Figure 1. Metal layers overlaid (run 1).
Bar = 50 um.
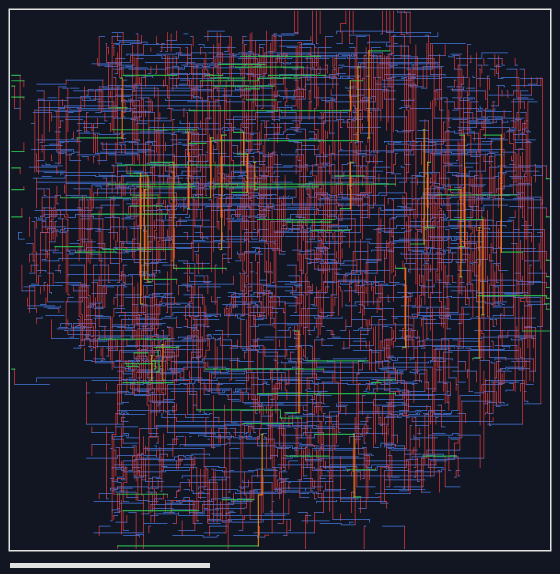
Figure 2. Clock wires, drivers and flops (run 1).
Bar = 50 um.
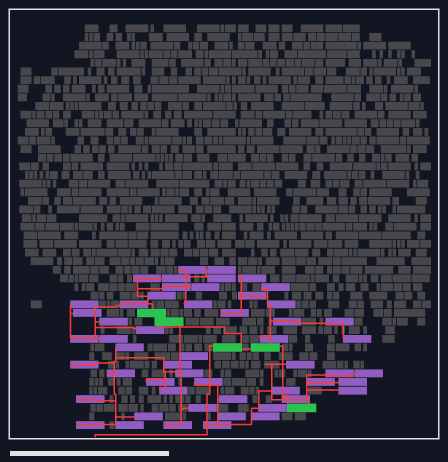
Figure 3. Cells colored by class (run 1).
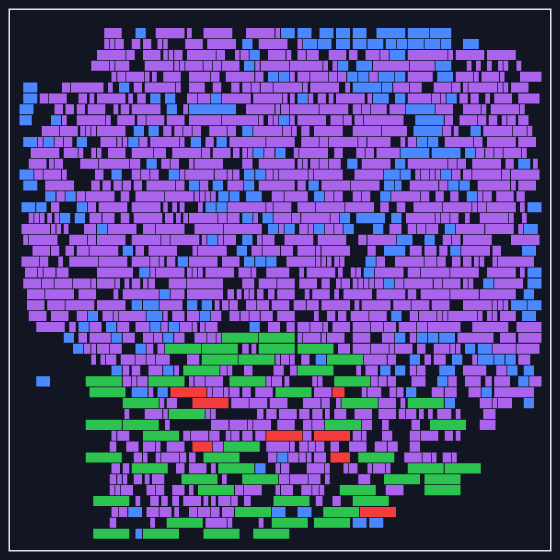
## config.mk

```make
export PLATFORM = sky130hd
export DESIGN_NAME = rgb_pwm_driver
export DESIGN_NICKNAME = d
export VERILOG_FILES = /design/src/rtl/rgb_pwm_driver.sv
export SDC_FILE = /design/constraint.sdc
export NUM_CORES = 1
export LEC_CHECK = 0
export CAP_MARGIN = 0
export CELL_PAD_IN_SITES_DETAIL_PLACEMENT = 0
export CELL_PAD_IN_SITES_GLOBAL_PLACEMENT = 1
export CORE_MARGIN = 2
export CORE_UTILIZATION = 53
export DETAILED_ROUTE_END_ITERATION = 16
export PLACE_DENSITY = 0.95
export SLEW_MARGIN = 20
export SYNTH_ARGS = -nofsm -noshare
export SYNTH_HDL_FRONTEND = slang
export SYNTH_SLANG_ARGS = --single-unit
```

## constraint.sdc

```tcl
create_clock -name clk -period 2.9 [get_ports clk]
set_clock_uncertainty 0.05 [all_clocks]
set_input_delay 0.435 -clock clk [delete_from_list [all_inputs] [get_ports clk]]
set_output_delay 0.435 -clock clk [all_outputs]
set_load 0.02 [all_outputs]
```

## src/rtl/rgb_pwm_driver.sv

```systemverilog
// RGB LED PWM driver.
// Loads three 8-bit duties from a 24-bit colour code scaled by a master
// brightness, then runs 255-step PWM frames paced by a clock prescaler.
// The run request is honoured only from IDLE or at a frame boundary, so a
// started frame always completes.
//
//   state | meaning
//   IDLE  | counters and duties cleared, outputs low, waiting for enable
//   RUN   | frames running, duties reloaded at each boundary while enabled
module rgb_pwm_driver #(
    parameter int unsigned PRESCALE = 4
) (
    input  logic        clk,
    input  logic        rst,
    input  logic        enable,
    input  logic [23:0] light,
    input  logic [7:0]  dim,
    output logic        pwm_r,
    output logic        pwm_g,
    output logic        pwm_b,
    output logic        frame_start,
    output logic        busy
);

    typedef enum logic {
        IDLE = 1'b0,
        RUN  = 1'b1
    } state_t;

    localparam logic [15:0] PRESC_MAX = 16'(PRESCALE - 1);
    localparam logic [7:0]  CNT_LAST  = 8'd254;

    state_t      state_q, state_d;
    logic [15:0] presc_q, presc_d;
    logic [7:0]  cnt_q, cnt_d;
    logic [7:0]  duty_r_q, duty_r_d;
    logic [7:0]  duty_g_q, duty_g_d;
    logic [7:0]  duty_b_q, duty_b_d;
    logic        pwm_r_q, pwm_g_q, pwm_b_q;
    logic        pwm_r_d, pwm_g_d, pwm_b_d;
    logic        fs_q, fs_d;
    logic        tick;
    logic        load;

    // Brightness scaling: (c * (dim + 1)) >> 8, so dim = FF passes c unchanged.
    function automatic logic [7:0] scale(input logic [7:0] c, input logic [7:0] d);
        logic [16:0] prod;
        prod = 17'(c) * 17'({1'b0, d} + 9'd1);
        return prod[15:8];
    endfunction

    // Next-state logic: prescaler, frame counter, duty loads and FSM transitions.
    always_comb begin
        state_d  = state_q;
        presc_d  = presc_q;
        cnt_d    = cnt_q;
        duty_r_d = duty_r_q;
        duty_g_d = duty_g_q;
        duty_b_d = duty_b_q;
        fs_d     = 1'b0;
        load     = 1'b0;
        tick     = (presc_q == PRESC_MAX);

        case (state_q)
            IDLE: begin
                presc_d  = '0;
                cnt_d    = '0;
                duty_r_d = '0;
                duty_g_d = '0;
                duty_b_d = '0;
                if (enable) begin
                    state_d = RUN;
                    load    = 1'b1;
                end
            end
            RUN: begin
                presc_d = tick ? 16'd0 : presc_q + 16'd1;
                if (tick) begin
                    if (cnt_q == CNT_LAST) begin
                        cnt_d = '0;
                        if (enable) begin
                            load = 1'b1;
                        end else begin
                            state_d  = IDLE;
                            presc_d  = '0;
                            duty_r_d = '0;
                            duty_g_d = '0;
                            duty_b_d = '0;
                        end
                    end else begin
                        cnt_d = cnt_q + 8'd1;
                    end
                end
            end
            default: state_d = IDLE;
        endcase

        if (load) begin
            duty_r_d = scale(light[23:16], dim);
            duty_g_d = scale(light[15:8],  dim);
            duty_b_d = scale(light[7:0],   dim);
            cnt_d    = '0;
            presc_d  = '0;
            fs_d     = 1'b1;
        end

        // Compare uses the current count, so the outputs trail cnt by one clock.
        pwm_r_d = (state_q == RUN) && (cnt_q < duty_r_q);
        pwm_g_d = (state_q == RUN) && (cnt_q < duty_g_q);
        pwm_b_d = (state_q == RUN) && (cnt_q < duty_b_q);
    end

    // State and output registers, cleared asynchronously so reset never glitches an LED on.
    always_ff @(posedge clk or negedge rst) begin
        if (!rst) begin
            state_q  <= IDLE;
            presc_q  <= '0;
            cnt_q    <= '0;
            duty_r_q <= '0;
            duty_g_q <= '0;
            duty_b_q <= '0;
            pwm_r_q  <= 1'b0;
            pwm_g_q  <= 1'b0;
            pwm_b_q  <= 1'b0;
            fs_q     <= 1'b0;
        end else begin
            state_q  <= state_d;
            presc_q  <= presc_d;
            cnt_q    <= cnt_d;
            duty_r_q <= duty_r_d;
            duty_g_q <= duty_g_d;
            duty_b_q <= duty_b_d;
            pwm_r_q  <= pwm_r_d;
            pwm_g_q  <= pwm_g_d;
            pwm_b_q  <= pwm_b_d;
            fs_q     <= fs_d;
        end
    end

    assign pwm_r       = pwm_r_q;
    assign pwm_g       = pwm_g_q;
    assign pwm_b       = pwm_b_q;
    assign frame_start = fs_q;
    assign busy        = (state_q == RUN);

endmodule
```

==> out/qor.csv, run 1 <==
metric;value;unit
WP data arrival;5000;ps
initial core utilization;54.5;%
Design Area, Final;11900;um2
critical path endpoint category;register;
endpoints failing setup;24;
Met3 Wirelength;1020;um
maxcap violations;0;
GRT overflow;0;
CLK BUF;7;
Setup TNS Final;-41170;ps
P_comb;0.00619;W
Layout fillers;1192;
dpl cell area;11000;um2
XOR Share, Synth;4.82;%
ClkCell Share;1.35;%
Sw Pwr;0.00331;W
Num CTS Buffers;5;
failing checks;setup timing;
mux frac, synth;0;%
RSZ-0062 raised after global routing;true;
nonclk buf count;201;
R2R Path Start;presc_q[0];
vias in the first global route;7908;
tool warnings;30;
fin cells;1398;
# Cells Yosys;993;
cells along the critical path;buf_12 > ha_4 > nand3_4 > nor2_4 > xor2_4 > buf_12 > buf_4 > buf_4 > and2_1 > fa_1 > fa_1 > fa_1 > ha_1 > ha_4 > nand4_1 > or4_1 > o211a_1 > or3_1 > o211ai_2;
status;complete, but fails checks;
flop count;53;
Commonest Layout Cell;inv_1;
CTS root buffer;clkbuf_16;
R2R depth;7;
CP Launch Type;input pin;
share of cells above drive strength 1;25.6;%
CTS tree;done;
routing usage on met3;2.67;%
WL/cell;16.2;um
layout net count;1452;
instance count on the critical path;19;
drt first-iter violations;285;
Unique masters post-synth;53;
total power;0.00757;W
iteration tally of the first detailed-router pass;5;
most common logic cells in the final layout;inv_1, buf_4, and2_1;
post-cts resize count;99;
Tcrit/Tclk final;167;%
Post-Place Cells;1356;
worst setup margin;-1950;ps
Back to the opening pictures, Figure 1:
| color | layer | wire length |
|---|---|---|
| green | M3 | 1020 um |
| blue | M1 | 9530 um |
| orange | M4 | 549 um |
| red | M2 | 11600 um |

Back to the opening pictures, Figure 2:
[green] clock-net drivers | count: 5
[red] clock wires | length: 644 um
[purple] flip-flops | count: 53
routed clock nets: 6
P_clk: 0.000635 W
clk ins delay skew pair: 290 ps
clock power share: 8.4%

Back to the opening pictures, Figure 3:
| color | class | cells | share of their area |
|---|---|---|---|
| green | registers | 53 | 11% |
| purple | remaining logic cells | 915 | 72% |
| blue | remaining buffers and delay cells | 201 | 15% |
| red | clock drivers and dummy loads | 8 | 1.4% |

==> inputs of run 2 (changes only) <==
--- a/config.mk
+++ b/config.mk
@@ -9,9 +9,9 @@
 export CELL_PAD_IN_SITES_DETAIL_PLACEMENT = 0
 export CELL_PAD_IN_SITES_GLOBAL_PLACEMENT = 1
 export CORE_MARGIN = 2
-export CORE_UTILIZATION = 53
+export CORE_UTILIZATION = 45
 export DETAILED_ROUTE_END_ITERATION = 16
-export PLACE_DENSITY = 0.95
+export PLACE_DENSITY = 0.9
 export SLEW_MARGIN = 20
 export SYNTH_ARGS = -nofsm -noshare
 export SYNTH_HDL_FRONTEND = slang
==> constraint.sdc (replaced) <==
create_clock -name clk -period 4.3 [get_ports clk]
set_clock_uncertainty 0.05 [all_clocks]
set_input_delay 0.645 -clock clk [delete_from_list [all_inputs] [get_ports clk]]
set_output_delay 0.645 -clock clk [all_outputs]
set_load 0.02 [all_outputs]
Figure 4. Clock wires, drivers and flops (run 2).
Bar = 50 um.
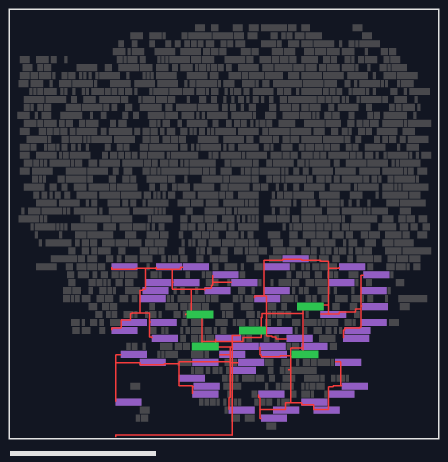
clock power share: 9.3%
P_clk: 0.000462 W

==> run 2 against run 1 <==
Effect of this change:
- register-to-register slack improved by 1400 ps
- worst hold slack better by 190 ps
- critical path type unchanged
- the flow still finishes with violations (setup timing)
- sequential cell count is the same
- combinational power fell by 35%
- sequential share of layout area grew 0.089 points
- utilization down 11 points
- non-clock buffer count is 13 lower
- wire length shrank 4.5%
- clock-buffer cell count unchanged
- cell count is 2.3% higher
- largest cell class unchanged
- largest power group unchanged
- setup slack better by 1300 ps
==> out/qor.csv, run 2 <==
metric;value;unit;change
status;complete, but fails checks;;
failing checks;setup timing;;
iteration tally of the first detailed-router pass;4;;-1
critical path endpoint category;register;;
share of cells above drive strength 1;23.7;%;-1.9 points
Pwr Density;420;nW/um2;
routing usage on met3;3.00;%;+0.33 points
endpoints failing setup;24;;unchanged
most common logic cells in the final layout;inv_1, and2_1, buf_4;;
R2R Path Start;presc_q[0];;
RSZ-0062 raised after global routing;true;;
post-cts resize count;78;;-21%
Tcrit/Tclk final;115;%;
total power;0.00498;W;-34%
WP data arrival;5090;ps;+90 ps
Layout fillers;1680;;+41%
CTS tree;done;;
fin cells;1430;;+2.3%
CTS root buffer;clkbuf_16;;
R2R depth;7;;unchanged
CTS max path bufs;2;;
CP Launch Type;input pin;;
P_comb;0.00401;W;-35%
setup bufs post-CTS;20;;
worst setup margin;-653;ps;+1290 ps
clk ins delay skew pair;290;ps;about the same
initial core utilization;46.3;%;-8.2 points
layout net count;1440;;-0.83%
nonclk buf count;188;;-6.5%
mux frac, synth;0;%;unchanged
WS Path Type;in -> reg;;
vias in the first global route;7801;;-1.4%
Met3 Wirelength;800;um;-21%
drt first-iter violations;416;;+46%
Post-Place Cells;1398;;+3.1%
Commonest Layout Cell;inv_1;;
flop count;53;;unchanged
tool warnings;30;;unchanged
Sw Pwr;0.00215;W;-35%
number of flip-flops in the largest register;16;;
Unique masters post-synth;53;;unchanged
GRT overflow;0;;unchanged
Design Area, Final;11800;um2;-0.80%
WL/cell;15.1;um;-6.7%
CLK BUF;7;;unchanged
Num CTS Buffers;5;;unchanged
ClkCell Share;1.46;%;+0.11 points
==> inputs of run 3 (changes only) <==
--- a/config.mk
+++ b/config.mk
@@ -10,6 +10,7 @@
 export CELL_PAD_IN_SITES_GLOBAL_PLACEMENT = 1
 export CORE_MARGIN = 2
 export CORE_UTILIZATION = 45
+export CTS_CLUSTER_DIAMETER = 100
 export DETAILED_ROUTE_END_ITERATION = 16
 export PLACE_DENSITY = 0.9
 export SLEW_MARGIN = 20
Figure 5. Clock wiring as the flow saved it (run 3).
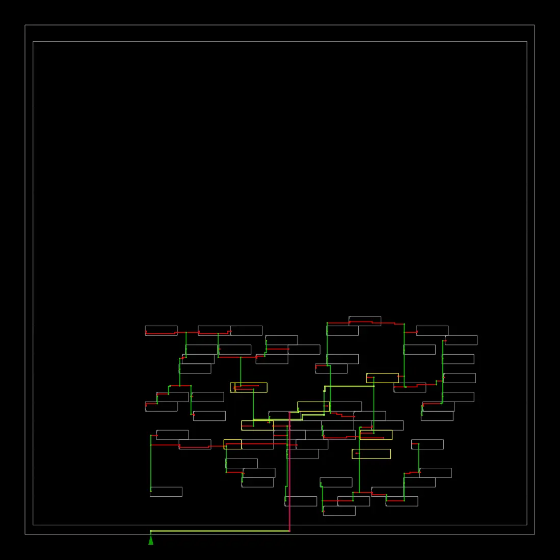
clock sink count: 53
flop count: 53
Num CTS Buffers: 5
CLK BUF: 7

==> run 3 against run 2 <==
Effect of this change:
- the run still ends with setup timing left
- maximum frequency is the same
- critical path depth unchanged
- sequential share of layout area did not move
==> out/qor.csv, run 3 <==
metric;value;unit;change
share of cells above drive strength 1;23.7;%;unchanged
R2R Path Start;presc_q[0];;
Unique masters post-synth;53;;unchanged
post-cts resize count;78;;unchanged
CTS root buffer;clkbuf_16;;
WL/cell;15.1;um;unchanged
routing usage on met3;3.00;%;unchanged
number of flip-flops in the largest register;16;;unchanged
GRT overflow;0;;unchanged
failing checks;setup timing;;
CTS tree;done;;
P_clk;0.000462;W;about the same
Post-Place Cells;1398;;unchanged
WP data arrival;5090;ps;about the same
P_comb;0.00401;W;about the same
clk ins delay skew pair;290;ps;about the same
status;complete, but fails checks;;
total power;0.00498;W;unchanged
worst setup margin;-653;ps;unchanged
WS Path Type;in -> reg;;
endpoints failing setup;24;;unchanged
Power figures rest on the tool's default switching activity, not on a simulated workload.
